==> src/rtl/fx_bus_arb_pkg.sv <==
// Shared widths, address field positions, state encoding and latencies for the fx bus arbiter.
// Optional lock support is enabled with FX_BUS_ARB_LOCK_EN.
package fx_bus_pkg;
  localparam int ADDR_W     = 22;
  localparam int DATA_W     = 8;
  localparam int DEV_ID_MSB = 21;
  localparam int DEV_ID_LSB = 16;

  // Cycles from the IDLE cycle that samples req to the ack pulse.
  localparam int WR_LAT = 2;
  localparam int RD_LAT = 3;

  typedef enum logic [1:0] {
    IDLE  = 2'd0,
    ISSUE = 2'd1,
    CAPT  = 2'd2,
    ACK   = 2'd3
  } arb_state_e;
endpackage

==> src/rtl/fx_bus_arb_if.sv <==
// Master request ports and slave-side fx bus of the arbiter, bundled as one interface.
// FX_BUS_ARB_LOCK_EN adds the per-master lock inputs.
interface fx_bus_arb_if;
  import fx_bus_pkg::*;

  logic              m0_req;
  logic              m0_we;
  logic [ADDR_W-1:0] m0_addr;
  logic [DATA_W-1:0] m0_wdata;
  logic              m0_ack;
  logic [DATA_W-1:0] m0_q;

  logic              m1_req;
  logic              m1_we;
  logic [ADDR_W-1:0] m1_addr;
  logic [DATA_W-1:0] m1_wdata;
  logic              m1_ack;
  logic [DATA_W-1:0] m1_q;

`ifdef FX_BUS_ARB_LOCK_EN
  logic              m0_lock;
  logic              m1_lock;
`endif

  logic              fx_wr;
  logic [ADDR_W-1:0] fx_waddr;
  logic [DATA_W-1:0] fx_data;
  logic              fx_rd;
  logic [ADDR_W-1:0] fx_raddr;
  logic [DATA_W-1:0] fx_q;
  logic              busy;

  // Arbiter view.
  modport slave (
    input  m0_req, m0_we, m0_addr, m0_wdata,
    input  m1_req, m1_we, m1_addr, m1_wdata,
`ifdef FX_BUS_ARB_LOCK_EN
    input  m0_lock, m1_lock,
`endif
    input  fx_q,
    output m0_ack, m0_q, m1_ack, m1_q,
    output fx_wr, fx_waddr, fx_data, fx_rd, fx_raddr, busy
  );

  // Environment view: requesting masters plus the register slaves.
  modport master (
    output m0_req, m0_we, m0_addr, m0_wdata,
    output m1_req, m1_we, m1_addr, m1_wdata,
`ifdef FX_BUS_ARB_LOCK_EN
    output m0_lock, m1_lock,
`endif
    output fx_q,
    input  m0_ack, m0_q, m1_ack, m1_q,
    input  fx_wr, fx_waddr, fx_data, fx_rd, fx_raddr, busy
  );
endinterface

==> src/rtl/fx_bus_arb_rr.sv <==
// Combinational two-way round-robin picker for the fx bus arbiter.
// With FX_BUS_ARB_LOCK_EN, an active lock restricts the grant to the last winner.
module fx_arb_rr (
  input  logic [1:0] req,
  input  logic       rr_last,
`ifdef FX_BUS_ARB_LOCK_EN
  input  logic       lock,
`endif
  output logic       gnt_valid,
  output logic       gnt_id
);
  always_comb begin
    gnt_valid = 1'b0;
    gnt_id    = 1'b0;
`ifdef FX_BUS_ARB_LOCK_EN
    if (lock) begin
      gnt_valid = req[rr_last];
      gnt_id    = rr_last;
    end else
`endif
    if (req == 2'b11) begin
      gnt_valid = 1'b1;
      gnt_id    = ~rr_last;
    end else if (req[0]) begin
      gnt_valid = 1'b1;
      gnt_id    = 1'b0;
    end else if (req[1]) begin
      gnt_valid = 1'b1;
      gnt_id    = 1'b1;
    end
  end
endmodule

==> src/rtl/fx_bus_arb.sv <==
// Two-master arbiter/sequencer for the fx register bus: one single-byte op at a time, fair alternation.
// FX_BUS_ARB_LOCK_EN adds m0_lock/m1_lock for atomic multi-byte sequences.
module fx_bus_arb
  import fx_bus_pkg::*;
(
  input  logic        clk_sys,
  input  logic        rst_n,
  fx_bus_arb_if.slave bus
);
  arb_state_e        state_q, state_d;
  logic              gnt_q, gnt_d;
  logic              we_q, we_d;
  logic              rr_last_q, rr_last_d;
  logic              fx_wr_q, fx_wr_d;
  logic              fx_rd_q, fx_rd_d;
  logic [ADDR_W-1:0] fx_waddr_q, fx_waddr_d;
  logic [ADDR_W-1:0] fx_raddr_q, fx_raddr_d;
  logic [DATA_W-1:0] fx_data_q, fx_data_d;
  logic              m0_ack_q, m0_ack_d;
  logic              m1_ack_q, m1_ack_d;
  logic [DATA_W-1:0] m0_q_q, m0_q_d;
  logic [DATA_W-1:0] m1_q_q, m1_q_d;
  logic              busy_q, busy_d;

  logic [1:0]        req;
  logic              gnt_valid;
  logic              gnt_id;
  logic              lock_eff;
  logic              sel_we;
  logic [ADDR_W-1:0] sel_addr;
  logic [DATA_W-1:0] sel_wdata;

  assign req       = {bus.m1_req, bus.m0_req};
  assign sel_we    = gnt_id ? bus.m1_we    : bus.m0_we;
  assign sel_addr  = gnt_id ? bus.m1_addr  : bus.m0_addr;
  assign sel_wdata = gnt_id ? bus.m1_wdata : bus.m0_wdata;

`ifdef FX_BUS_ARB_LOCK_EN
  logic lock_q, lock_d;
  // The lock only holds while the owner (always rr_last) keeps its lock input high.
  assign lock_eff = lock_q & (rr_last_q ? bus.m1_lock : bus.m0_lock);
`else
  assign lock_eff = 1'b0;
`endif

  fx_arb_rr u_rr (
    .req       (req),
    .rr_last   (rr_last_q),
`ifdef FX_BUS_ARB_LOCK_EN
    .lock      (lock_eff),
`endif
    .gnt_valid (gnt_valid),
    .gnt_id    (gnt_id)
  );

  always_comb begin
    state_d    = state_q;
    gnt_d      = gnt_q;
    we_d       = we_q;
    rr_last_d  = rr_last_q;
    fx_wr_d    = 1'b0;
    fx_rd_d    = 1'b0;
    fx_waddr_d = fx_waddr_q;
    fx_raddr_d = fx_raddr_q;
    fx_data_d  = fx_data_q;
    m0_ack_d   = 1'b0;
    m1_ack_d   = 1'b0;
    m0_q_d     = m0_q_q;
    m1_q_d     = m1_q_q;
`ifdef FX_BUS_ARB_LOCK_EN
    lock_d     = lock_q;
`endif
    unique case (state_q)
      IDLE: begin
        if (gnt_valid) begin
          state_d = ISSUE;
          gnt_d   = gnt_id;
          we_d    = sel_we;
          if (!lock_eff) rr_last_d = gnt_id;
          // Strobe and address are registered here so they appear during ISSUE.
          fx_wr_d = sel_we;
          fx_rd_d = ~sel_we;
          if (sel_we) fx_waddr_d = sel_addr;
          else        fx_raddr_d = sel_addr;
          fx_data_d = sel_wdata;
        end
      end
      ISSUE: begin
        if (we_q) begin
          state_d  = ACK;
          m0_ack_d = ~gnt_q;
          m1_ack_d = gnt_q;
        end else begin
          state_d = CAPT;
        end
      end
      CAPT: begin
        state_d = ACK;
        if (gnt_q) m1_q_d = bus.fx_q;
        else       m0_q_d = bus.fx_q;
        m0_ack_d = ~gnt_q;
        m1_ack_d = gnt_q;
      end
      ACK: begin
        state_d = IDLE;
`ifdef FX_BUS_ARB_LOCK_EN
        lock_d  = gnt_q ? bus.m1_lock : bus.m0_lock;
`endif
      end
      default: state_d = IDLE;
    endcase
  end

  assign busy_d = (state_d != IDLE);

  always_ff @(posedge clk_sys or negedge rst_n) begin
    if (!rst_n) begin
      state_q    <= IDLE;
      gnt_q      <= 1'b0;
      we_q       <= 1'b0;
      rr_last_q  <= 1'b1;
      fx_wr_q    <= 1'b0;
      fx_rd_q    <= 1'b0;
      fx_waddr_q <= '0;
      fx_raddr_q <= '0;
      fx_data_q  <= '0;
      m0_ack_q   <= 1'b0;
      m1_ack_q   <= 1'b0;
      m0_q_q     <= '0;
      m1_q_q     <= '0;
      busy_q     <= 1'b0;
`ifdef FX_BUS_ARB_LOCK_EN
      lock_q     <= 1'b0;
`endif
    end else begin
      state_q    <= state_d;
      gnt_q      <= gnt_d;
      we_q       <= we_d;
      rr_last_q  <= rr_last_d;
      fx_wr_q    <= fx_wr_d;
      fx_rd_q    <= fx_rd_d;
      fx_waddr_q <= fx_waddr_d;
      fx_raddr_q <= fx_raddr_d;
      fx_data_q  <= fx_data_d;
      m0_ack_q   <= m0_ack_d;
      m1_ack_q   <= m1_ack_d;
      m0_q_q     <= m0_q_d;
      m1_q_q     <= m1_q_d;
      busy_q     <= busy_d;
`ifdef FX_BUS_ARB_LOCK_EN
      lock_q     <= lock_d;
`endif
    end
  end

  assign bus.m0_ack   = m0_ack_q;
  assign bus.m1_ack   = m1_ack_q;
  assign bus.m0_q     = m0_q_q;
  assign bus.m1_q     = m1_q_q;
  assign bus.fx_wr    = fx_wr_q;
  assign bus.fx_rd    = fx_rd_q;
  assign bus.fx_waddr = fx_waddr_q;
  assign bus.fx_raddr = fx_raddr_q;
  assign bus.fx_data  = fx_data_q;
  assign bus.busy     = busy_q;
endmodule

==> src/flat_wrapper.sv <==
// flat-port wrapper written by rule: the top's interface ports become plain ports
module fx_bus_arb_flat import fx_bus_pkg::*;
  (clk_sys, rst_n, bus_m0_req, bus_m0_we, bus_m0_addr, bus_m0_wdata, bus_m1_req, bus_m1_we, bus_m1_addr, bus_m1_wdata, bus_fx_q, bus_m0_ack, bus_m0_q, bus_m1_ack, bus_m1_q, bus_fx_wr, bus_fx_waddr, bus_fx_data, bus_fx_rd, bus_fx_raddr, bus_busy);
  fx_bus_arb_if bus_i ();
  input  logic clk_sys;
  input  logic rst_n;
  input wire logic [$bits(bus_i.m0_req)-1:0] bus_m0_req;
  input wire logic [$bits(bus_i.m0_we)-1:0] bus_m0_we;
  input wire logic [$bits(bus_i.m0_addr)-1:0] bus_m0_addr;
  input wire logic [$bits(bus_i.m0_wdata)-1:0] bus_m0_wdata;
  input wire logic [$bits(bus_i.m1_req)-1:0] bus_m1_req;
  input wire logic [$bits(bus_i.m1_we)-1:0] bus_m1_we;
  input wire logic [$bits(bus_i.m1_addr)-1:0] bus_m1_addr;
  input wire logic [$bits(bus_i.m1_wdata)-1:0] bus_m1_wdata;
  input wire logic [$bits(bus_i.fx_q)-1:0] bus_fx_q;
  output wire logic [$bits(bus_i.m0_ack)-1:0] bus_m0_ack;
  output wire logic [$bits(bus_i.m0_q)-1:0] bus_m0_q;
  output wire logic [$bits(bus_i.m1_ack)-1:0] bus_m1_ack;
  output wire logic [$bits(bus_i.m1_q)-1:0] bus_m1_q;
  output wire logic [$bits(bus_i.fx_wr)-1:0] bus_fx_wr;
  output wire logic [$bits(bus_i.fx_waddr)-1:0] bus_fx_waddr;
  output wire logic [$bits(bus_i.fx_data)-1:0] bus_fx_data;
  output wire logic [$bits(bus_i.fx_rd)-1:0] bus_fx_rd;
  output wire logic [$bits(bus_i.fx_raddr)-1:0] bus_fx_raddr;
  output wire logic [$bits(bus_i.busy)-1:0] bus_busy;
  assign bus_i.m0_req = bus_m0_req;
  assign bus_i.m0_we = bus_m0_we;
  assign bus_i.m0_addr = bus_m0_addr;
  assign bus_i.m0_wdata = bus_m0_wdata;
  assign bus_i.m1_req = bus_m1_req;
  assign bus_i.m1_we = bus_m1_we;
  assign bus_i.m1_addr = bus_m1_addr;
  assign bus_i.m1_wdata = bus_m1_wdata;
  assign bus_i.fx_q = bus_fx_q;
  assign bus_m0_ack = bus_i.m0_ack;
  assign bus_m0_q = bus_i.m0_q;
  assign bus_m1_ack = bus_i.m1_ack;
  assign bus_m1_q = bus_i.m1_q;
  assign bus_fx_wr = bus_i.fx_wr;
  assign bus_fx_waddr = bus_i.fx_waddr;
  assign bus_fx_data = bus_i.fx_data;
  assign bus_fx_rd = bus_i.fx_rd;
  assign bus_fx_raddr = bus_i.fx_raddr;
  assign bus_busy = bus_i.busy;
  fx_bus_arb u_core (.clk_sys(clk_sys), .rst_n(rst_n), .bus(bus_i));
endmodule
==> config.mk <==
export PLATFORM = sky130hd
export DESIGN_NAME = fx_bus_arb_flat
export DESIGN_NICKNAME = d
export VERILOG_FILES = /design/src/rtl/fx_bus_arb_pkg.sv /design/src/rtl/fx_bus_arb_if.sv /design/src/rtl/fx_bus_arb_rr.sv /design/src/rtl/fx_bus_arb.sv /design/src/flat_wrapper.sv
export SDC_FILE = /design/constraint.sdc
export NUM_CORES = 1
export LEC_CHECK = 0
export ABC_AREA = 1
export ABC_CLOCK_PERIOD_IN_PS = 1600
export CAP_MARGIN = 20
export CORE_MARGIN = 10
export CORE_UTILIZATION = 44
export CTS_BUF_LIST = sky130_fd_sc_hd__clkbuf_4
export CTS_CLUSTER_SIZE = 14
export DETAILED_ROUTE_END_ITERATION = 8
export GPL_TIMING_DRIVEN = 0
export PLACE_DENSITY = 0.82
export SLEW_MARGIN = 0
export SYNTH_ARGS = -nofsm -noshare
export SYNTH_HDL_FRONTEND = slang
export SYNTH_SLANG_ARGS = --single-unit
==> constraint.sdc <==
create_clock -name clk_sys -period 1.6 [get_ports clk_sys]
set_input_delay 0.32 -clock clk_sys [delete_from_list [all_inputs] [get_ports clk_sys]]
set_output_delay 0.32 -clock clk_sys [all_outputs]
set_load 0.01 [all_outputs]
Fig. 1: run 1, the clock network
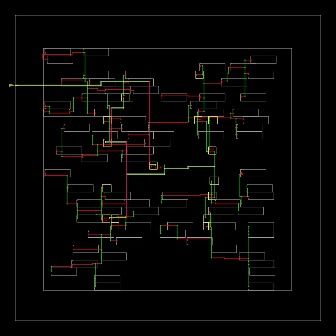
clock group power: 1.06 mW
cts bufs inserted: 9

Fig. 2: run 1, clock network drawn from the DEF
Bar = 20 um.
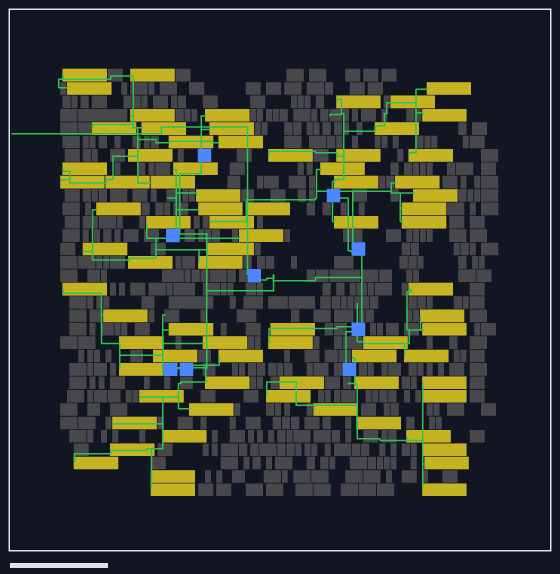
legend:
  flip-flops:
    color: yellow
    count: 78
  clock wires:
    color: green
    length: 882 um
  clock-net drivers:
    color: blue
    count: 9
routed clock nets: 10

==> reports/metrics.csv, run 1 <==
stage,metric,value,unit
layout,signal_buffers,176,
clocking,cts_resized,74,
clocking,cts_tree,yes,
worst_setup_path,setup.worst_path.end_class,flip-flop,
layout,comb-cell-share,25.43,%
global_route,grt_pass1_wl,17.50,mm
layout,seq_cells,78,
run,drv_cap,0,
power,intPower,4.939,mW
worst_setup_path,worstPathArrival,1.84,ns
die,die_h,109.8,um
synth,fp_nets,499,
timing,setup_viol,0,
power,p_comb_share,48.4,%
layout,finalNonFillerCells,691,
worst_setup_path,crit_chain,inv_2 -> ha_1 -> nand2_1 -> clkbuf_1 -> o21ai_0,
clocking,clkSlewWorstSetupHoldPaths,0.14,ns
timing,setup_slack,0.06439,ns
worst_setup_path,worst-r2r-cell-count,5,
routing,via_count,3399,
worst_setup_path,path_max_fanout,10,
layout,nonClkBufAreaFrac,30.61,%
routing,dr.max_layer_used,met4,
timing,rsz0062_at_grt,true,
layout,syn_to_final_growth,47.67,%
power,swShare,40.95,%
placed_design,hpwl,8.450,mm
power,clkPwrFrac,12.7,%
layout,clockNetworkAreaShare,2.316,%
placed_design,dp_cells,670,
placed_design,placed_area,5152,um^2
timing,worst_pin_slew,0.5083,ns
worst_hold_path,hp-class,in -> async,
layout,fin_util,67.46,%
die,dieArea,12060,um^2
worst_setup_path,cp.depth,5,
power,pwr_density_cell,1596,nW/um^2
layout,largest_class,sequential cells,
power,power,8.364,mW
run_status,outcome,finished clean,
timing,period_used_share,95.98,%
die,io_pins,147,
power,pg_seq,3.25,mW
die,initial_utilization,45.68,%
routing,wl_met2,5.274,mm
timing,hold_viol_final,0,
routing,route.met3.wl,1.120,mm
clocking,cts_sinks,78,
routing,via_per_inst,4.919,
routing,wl_met1,4.452,mm
layout,drive_gt1_share,9.847,%
placed_design,gp_congestion,0.8558,
timing,fmax,0.6512,GHz
timing,fin_tns_setup,0,ns
global_route,groute.layer.met3.usage,8.075,%
routing,drt_wl_total,10.97,mm
timing,post-route-min-period,1.536,ns
synth,avgSynthCellArea,8.409,um^2
worst_setup_path,cp_slowest_cell,dfrtp_1,
worst_setup_path,startpoint_type,flip-flop,
clocking,cts-root-buf,clkbuf_4,
clocking,cts_buffer_depth,2,
power,total_leakage_power,2.877,nW
global_route,grt_usage,18.40,%
worst_setup_path,slowest_delay,0.40,ns
routing,route.detailed.drc,0,
layout,num-multi-input-gates,292,
routing,dr.first_iter.drc_count,106,
placed_design,port_buffers,145,
power,p_sw,3.425,mW
power,pwr-share-seq,38.9,%
worst_setup_path,r2r_end,u_core.bus.m0_q[0],
worst_setup_path,cp_top_family,buffers and inverters,
global_route,grt_pass1_vias,3496,
worst_setup_path,r2r_start,u_core.state_q[0],
timing,holdWs,0.2977,ns
layout,antenna_cells,0,
die,rows,32,
timing,slew_viol_final,0,
global_route,top_usage_layer,met2,
clocking,clock_latency,0.42,ns
power,top_power_group,combinational logic,
global_route,antenna_found_initial,0,
global_route,grt_max_degree,59,
synth,topCellsByArea,"dfrtp_1 (54%), nand2_1 (19%), nand3_1 (9.7%)",
synth,yosys_warnings,0,
worst_setup_path,reg2reg_slack,0.06,ns
clocking,postCtsHoldBufs,1,
worst_setup_path,crit_required,1.90,ns
power,comb_power,4.05,mW
synth,top_area_cell,dfrtp_1,
synth,synth_cell_type_count,21,
Fig. 3: run 1, gate-type map
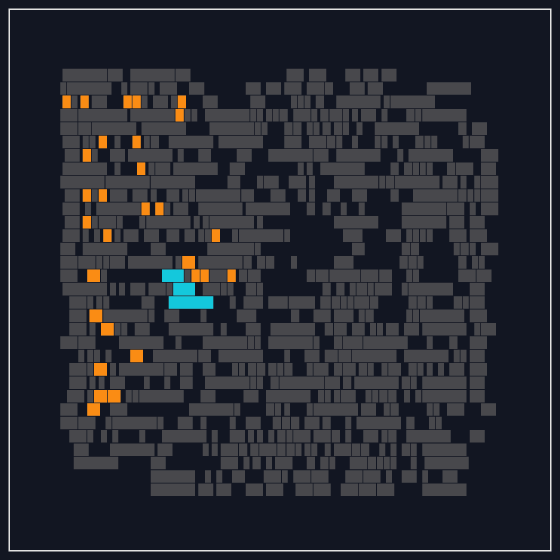
legend:
  aoi and oai cells:
    color: orange
    cells: 29
    most_used: o21ai_0
  fa/ha/maj cells:
    color: cyan
    cells: 3
    most_used: ha_1

Fig. 4: run 1, wires at chosen ports, followed through buffers
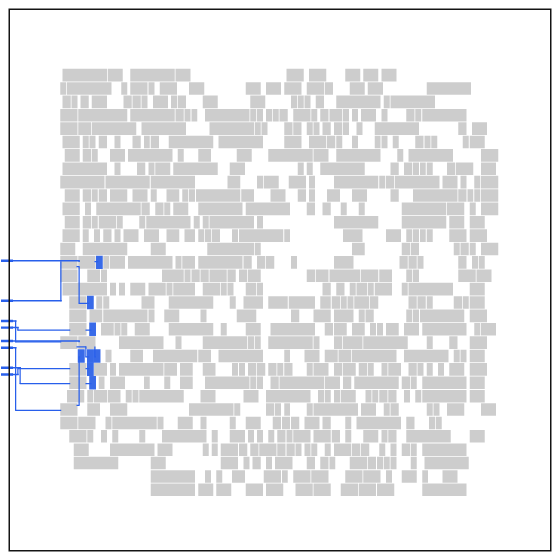
legend:
  bus_m0_wdata:
    color: blue
    bits: 8
    direction: input
    edge: left
    end_cells: 8
    buffers: 8
    wire: 153 um

run 1: cells by family after synthesis:
| logic type | count (synthesis) | synth area share (%) |
|---|---|---|
| compound gates | 29 | 4.725 |
| fa+ha+maj | 3 | 1.058 |
| buf+inv | 52 | 7.757 |
| flops | 78 | 55.04 |
| simple gates | 260 | 31.42 |
run 1: cell usage after synthesis:
library cell / count
nand2_1: 180
dfrtp_1: 77
nand3_1: 69
inv_1: 26
o21ai_0: 19
buf_4: 9
o211ai_1: 9
buf_2: 7
buf_6: 5
clkbuf_1: 4
ha_1: 3
nand2_2: 3
nor2_1: 2
nor2_4: 2
a21oi_1: 1
dfstp_2: 1
inv_2: 1
nand2_4: 1
nand3_2: 1
nand3_4: 1
or2_2: 1
Fig. 5: run 1, wiring by layer
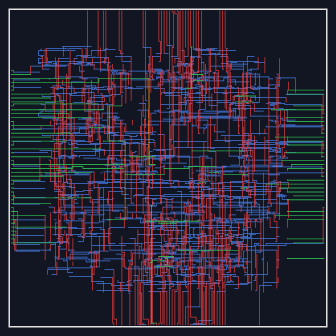

==> inputs of run 2 (changes only) <==
--- a/config.mk
+++ b/config.mk
@@ -13,7 +13,6 @@
 export CTS_BUF_LIST = sky130_fd_sc_hd__clkbuf_4
 export CTS_CLUSTER_SIZE = 14
 export DETAILED_ROUTE_END_ITERATION = 8
-export GPL_TIMING_DRIVEN = 0
 export PLACE_DENSITY = 0.82
 export SLEW_MARGIN = 0
 export SYNTH_ARGS = -nofsm -noshare
Fig. 6: run 2, wiring by layer
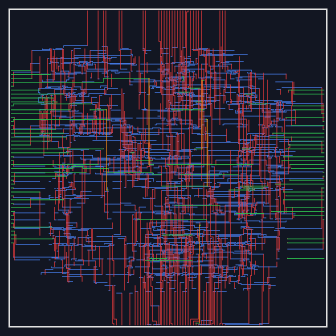
legend:
  M3:
    color: green
    wire_length: 1140 um
  M1:
    color: blue
    wire_length: 4300 um
  M2:
    color: red
    wire_length: 5320 um
  M4:
    color: orange
    wire_length: 139 um

Fig. 7: run 2, gate-type map
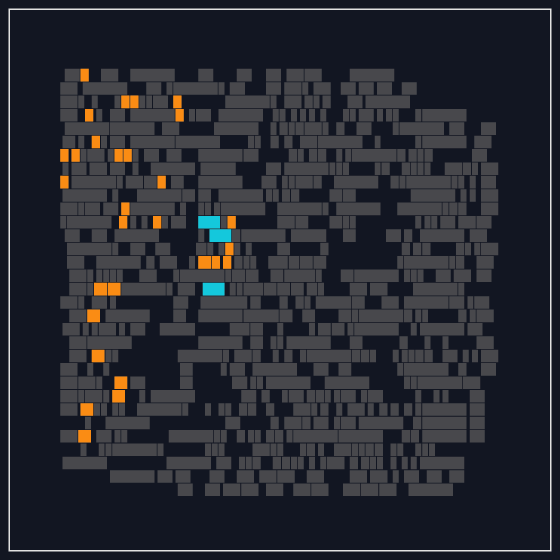
legend:
  fa/ha/maj cells:
    color: cyan
    cells: 3
    most_used: ha_1
  aoi and oai cells:
    color: orange
    cells: 29
    most_used: o21ai_0

==> run 2 against run 1 <==
Final area is 0.14% higher. Clock skew up 0.0098 ns. Area after synthesis stayed put. Non-clock buffer count fell by 4. First-iteration DRC count is 10% higher. Critical path depth rose by 2. Critical endpoint is now u_core.bus.fx_raddr[8]. Largest cell class unchanged. Highest routed layer unchanged.
==> reports/metrics.csv, run 2 <==
stage,metric,value,unit
run_status,outcome,finished clean,
synth,simple_gate_area_share,31.42,%
layout,finalNonFillerCells,687,
synth,aoi_share,4.725,%
layout,drive_gt1_share,8.889,%
layout,largest_class,sequential cells,
clocking,cts_sinks,78,
routing,wl_met1,4.301,mm
die,initial_utilization,45.68,%
clocking,cts_resized,73,
synth,common_cells,"nand2_1 (180), dfrtp_1 (77), nand3_1 (69)",
power,top_power_group,combinational logic,
routing,route.met3.wl,1.135,mm
global_route,grt_pass1_vias,3499,
layout,fin_util,67.56,%
synth,ys_sh_xor,0,%
global_route,groute.layer.met3.usage,7.080,%
synth,synthTopLogicFamily,simple AND/OR/NAND/NOR gates,
synth,top_area_cell,dfrtp_1,
timing,post-route-min-period,1.520,ns
layout,seq_cells,78,
synth,fp_nets,499,
routing,wl_met2,5.324,mm
die,dieArea,12060,um^2
worst_setup_path,crit_chain,inv_1 -> ha_1 -> inv_1 -> nor2_4 -> nand3_2 -> nand2_1 -> nand2_1,
global_route,grt_usage,18.10,%
worst_setup_path,startpoint_type,flip-flop,
clocking,cts-root-buf,clkbuf_4,
power,total_leakage_power,2.875,nW
timing,worst_pin_slew,0.4821,ns
clocking,numCtsBuffers,9,
timing,rsz0062_at_grt,true,
synth,synth_cell_type_count,21,
worst_setup_path,worstPathArrival,1.84,ns
timing,holdWs,0.2806,ns
timing,fmax,0.6578,GHz
power,pwr-share-seq,39.8,%
power,power,8.220,mW
routing,drt_wl_total,10.90,mm
power,clkPwrFrac,11.9,%
placed_design,port_buffers,146,
synth,ys.flop_type,dfrtp_1,
global_route,top_usage_layer,met2,
routing,route.detailed.drc,0,
routing,via_count,3348,
routing,dr.max_layer_used,met4,
worst_setup_path,setup.worst_path.end_class,flip-flop,
power,intPower,4.887,mW
layout,signal_buffers,172,
power,comb_power,3.97,mW
clocking,cts_tree,yes,
clocking,cts_buffer_depth,2,
power,pg_seq,3.27,mW
timing,slew_viol_final,0,
synth,synth_top_cell_by_count,nand2_1,
synth,async_flop_share,100.0,%
power,pwr_density_cell,1567,nW/um^2
synth,ys_sh_adder,1.058,%
synth,edf_count,0,
timing,setup_slack,0.07975,ns
run 2: cell counts after synthesis:
Identical to the previous run, type by type.
run 2: final timing paths:
path / slack (ns) / start / to / cells past startpoint
max: 0.08 / u_core.state_q[0] / u_core.bus.fx_raddr[8] / 7
min: 0.28 / rst_n / u_core.bus.m0_q[6] / 2
max in group asynchronous: 0.73 / rst_n / u_core.rr_last_q / 3
min in group clk_sys: 0.48 / bus_fx_q[6] / u_core.bus.m1_q[6] / 3
min reg2reg: 0.48 / u_core.gnt_q / u_core.bus.m0_ack / 1
max reg2reg: 0.08 / u_core.state_q[0] / u_core.bus.fx_raddr[8] / 7
Power is estimated from default activity; no workload was simulated.
